### Met3 routing

Bar = 50 um.
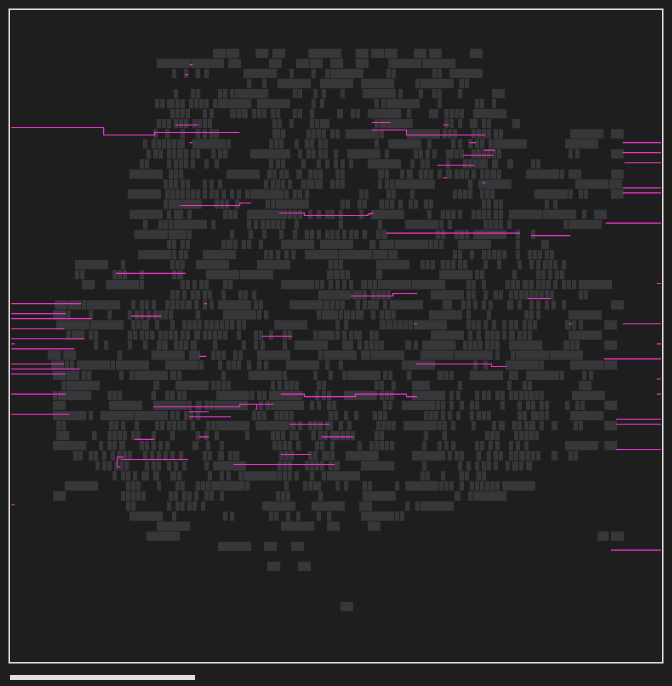
### Track usage over the die

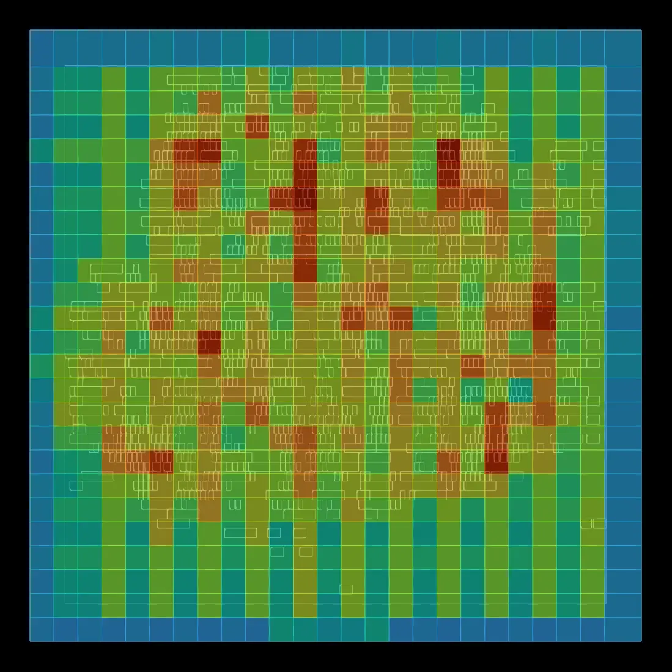
### Clock wires, drivers and flops

Bar = 50 um.
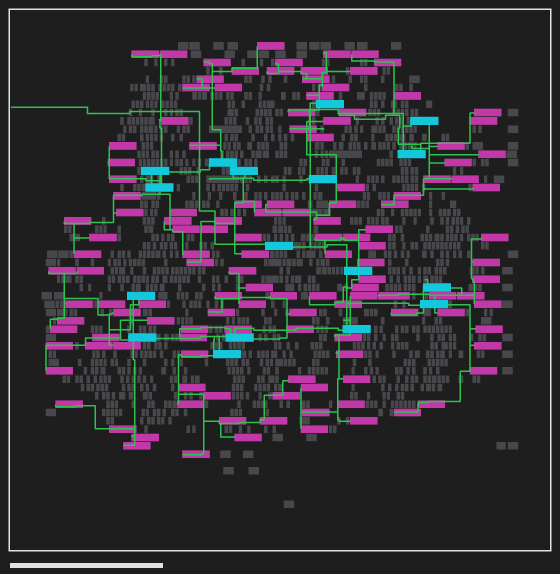
`config.mk`:
```
export PLATFORM = sky130hd
export DESIGN_NAME = seg_s2p_hex_encoder
export DESIGN_NICKNAME = d
export VERILOG_FILES = /design/src/rtl/seg_s2p_hex_encoder.sv
export SDC_FILE = /design/constraint.sdc
export NUM_CORES = 1
export LEC_CHECK = 0
export ABC_AREA = 1
export CAP_MARGIN = 10
export CORE_MARGIN = 10
export CORE_UTILIZATION = 33
export DETAILED_ROUTE_END_ITERATION = 10
export SYNTH_ARGS = -nofsm -noshare
export SYNTH_HDL_FRONTEND = slang
export SYNTH_SLANG_ARGS = --single-unit
```
`constraint.sdc`:
```
create_clock -name clk -period 7 [get_ports clk]
set_input_delay 1.05 -clock clk [delete_from_list [all_inputs] [get_ports clk]]
set_output_delay 1.05 -clock clk [all_outputs]
set_load 0.02 [all_outputs]
```
`src/rtl/seg_s2p_hex_encoder.sv`:
```
// -----------------------------------------------------------------------------
// seg_s2p_hex_encoder
//   Receive end of the segment serial link. Captures frames shifted out by the
//   segment P2S transmitter, rebuilds one 8-bit active-low segment pattern per
//   digit and encodes each pattern back to its hex nibble plus decimal point.
//
// Ports
//   clk          system clock, all logic on the rising edge
//   rst          asynchronous active-high reset
//   ser_clk      link shift clock (async to clk), data taken on its rising edge
//   ser_dat      link serial data
//   ser_latch    link frame-end strobe, rising edge ends the frame
//   hex_out      decoded nibbles, digit i at [4i+3:4i]
//   dp_out       decimal point per digit, 1 = lit
//   code_err     1 = digit pattern not in the encode table
//   frame_valid  one-cycle pulse, outputs updated from a good frame
//   frame_err    one-cycle pulse, frame ended with a wrong bit count
// -----------------------------------------------------------------------------
module seg_s2p_hex_encoder #(
  parameter int DIGITS = 8
) (
  input  logic                clk,
  input  logic                rst,
  input  logic                ser_clk,
  input  logic                ser_dat,
  input  logic                ser_latch,
  output logic [4*DIGITS-1:0] hex_out,
  output logic [DIGITS-1:0]   dp_out,
  output logic [DIGITS-1:0]   code_err,
  output logic                frame_valid,
  output logic                frame_err
);

  localparam int FRAME_BITS = 8 * DIGITS;
  localparam int CNT_W      = $clog2(FRAME_BITS + 1);
  localparam logic [CNT_W-1:0] CNT_FULL = CNT_W'(FRAME_BITS);
  localparam logic [CNT_W-1:0] CNT_OVF  = CNT_W'(FRAME_BITS + 1);

  typedef enum logic {IDLE, SHIFT} state_t;

  typedef struct packed {
    logic [3:0] nib;
    logic       err;
  } enc_t;

  // Active-low gfedcba pattern back to its hex digit.
  function automatic enc_t encode(input logic [6:0] pat);
    enc_t e;
    e.err = 1'b0;
    unique case (pat)
      7'h40: e.nib = 4'h0;
      7'h79: e.nib = 4'h1;
      7'h24: e.nib = 4'h2;
      7'h30: e.nib = 4'h3;
      7'h19: e.nib = 4'h4;
      7'h12: e.nib = 4'h5;
      7'h02: e.nib = 4'h6;
      7'h78: e.nib = 4'h7;
      7'h00: e.nib = 4'h8;
      7'h10: e.nib = 4'h9;
      7'h08: e.nib = 4'hA;
      7'h03: e.nib = 4'hB;
      7'h46: e.nib = 4'hC;
      7'h21: e.nib = 4'hD;
      7'h06: e.nib = 4'hE;
      7'h0E: e.nib = 4'hF;
      default: begin
        e.nib = 4'h0;
        e.err = 1'b1;
      end
    endcase
    return e;
  endfunction

  // Link inputs packed as {latch, dat, clk}.
  logic [2:0] meta, sync, sync_d;
  logic       clk_rise, latch_rise, dat_q;

  state_t                  state, state_next;
  logic [CNT_W-1:0]        count, count_next;
  logic [FRAME_BITS-1:0]   shift, shift_next;
  logic                    load, bad;
  logic [4*DIGITS-1:0]     hex_next;
  logic [DIGITS-1:0]       dp_next, err_next;

  // Two-FF synchronizer, then a registered edge detect. The extra register
  // places the frame action at latch edge k+3; dat_q is delayed alongside so
  // it stays aligned with clk_rise.
  always_ff @(posedge clk or posedge rst) begin
    if (rst) begin
      meta       <= '0;
      sync       <= '0;
      sync_d     <= '0;
      clk_rise   <= 1'b0;
      latch_rise <= 1'b0;
      dat_q      <= 1'b0;
    end else begin
      // NOTE: non-blocking assignments so every flop samples pre-edge values;
      // blocking here would collapse the synchronizer chain into one stage.
      meta       <= {ser_latch, ser_dat, ser_clk};
      sync       <= meta;
      sync_d     <= sync;
      clk_rise   <= sync[0] & ~sync_d[0];
      latch_rise <= sync[2] & ~sync_d[2];
      dat_q      <= sync[1];
    end
  end

  // Next-state logic. The shift is applied before the latch check so a bit
  // arriving on the same cycle as the latch is counted in the frame.
  always_comb begin
    // NOTE: defaults first so no path leaves a variable unassigned, which
    // would otherwise infer a latch.
    state_next = state;
    count_next = count;
    shift_next = shift;
    load       = 1'b0;
    bad        = 1'b0;

    if (clk_rise) begin
      shift_next = {shift[FRAME_BITS-2:0], dat_q};
      if (count != CNT_OVF) count_next = count + 1'b1;
      state_next = SHIFT;
    end

    if (latch_rise) begin
      // Covers the empty frame from IDLE too: count_next is then 0 (or 1).
      if (count_next == CNT_FULL) load = 1'b1;
      else                        bad  = 1'b1;
      count_next = '0;
      state_next = IDLE;
    end
  end

  // Decode every digit from the post-shift register contents.
  always_comb begin
    hex_next = '0;
    dp_next  = '0;
    err_next = '0;
    for (int i = 0; i < DIGITS; i++) begin
      enc_t e;
      e = encode(shift_next[8*i +: 7]);
      hex_next[4*i +: 4] = e.nib;
      err_next[i]        = e.err;
      dp_next[i]         = ~shift_next[8*i + 7];
    end
  end

  always_ff @(posedge clk or posedge rst) begin
    if (rst) begin
      state       <= IDLE;
      count       <= '0;
      // NOTE: the shift register is reset so a frame cut by reset can never
      // leak stale bits into a later decode.
      shift       <= '0;
      hex_out     <= '0;
      dp_out      <= '0;
      code_err    <= '0;
      frame_valid <= 1'b0;
      frame_err   <= 1'b0;
    end else begin
      state       <= state_next;
      count       <= count_next;
      shift       <= shift_next;
      frame_valid <= load;
      frame_err   <= bad;
      if (load) begin
        hex_out  <= hex_next;
        dp_out   <= dp_next;
        code_err <= err_next;
      end
    end
  end

endmodule

```
==> impl_metrics.json <==
{
  "tightestPinTransition_ns": 1.055,
  "warning_count": 27,
  "critical_path.top_delay_family": "simple AND/OR/NAND/NOR gates",
  "met1_wire_length_um": 9665,
  "critical_path_required_ns": 7.31,
  "final.signal_buffer_count": 58,
  "endpoints_failing_hold": 0,
  "drt-initial-drc-count": 564,
  "critical_path_depth": 11,
  "gp_congestion": 0.8976,
  "run_status": "complete, no violations",
  "yosys_cells": 1334,
  "detailroute.wirelength.met3_um": 807,
  "post-place-ws_ns": 3.624,
  "yosysTopAreaCellShare_pct": 40.99,
  "mostFrequentLayoutCells": "783 x sky130_fd_sc_hd__nand2_1, 204 x sky130_fd_sc_hd__nor2_1, 131 x sky130_fd_sc_hd__dfrtp_1",
  "power.clock.fraction_pct": 39.1,
  "synth.ff_latch_count": 132,
  "timing.setup.critical_path_class": "reg -> reg",
  "fp_nets": 1341,
  "timing.critical_path.to_type": "register"
}
-- 'Met3 routing' (at the start) --
main direction: horizontal
share of all routed wire: 4.2%

-- 'Track usage over the die' (at the start) --
GR peak layer: met2
routed wire length per instance: 11.34 um

-- 'Clock wires, drivers and flops' (at the start) --
[clock drivers] cyan | count: 17
[flip-flops] magenta | count: 132
[clock wires] green | length: 2,000 um
routed clock nets: 18

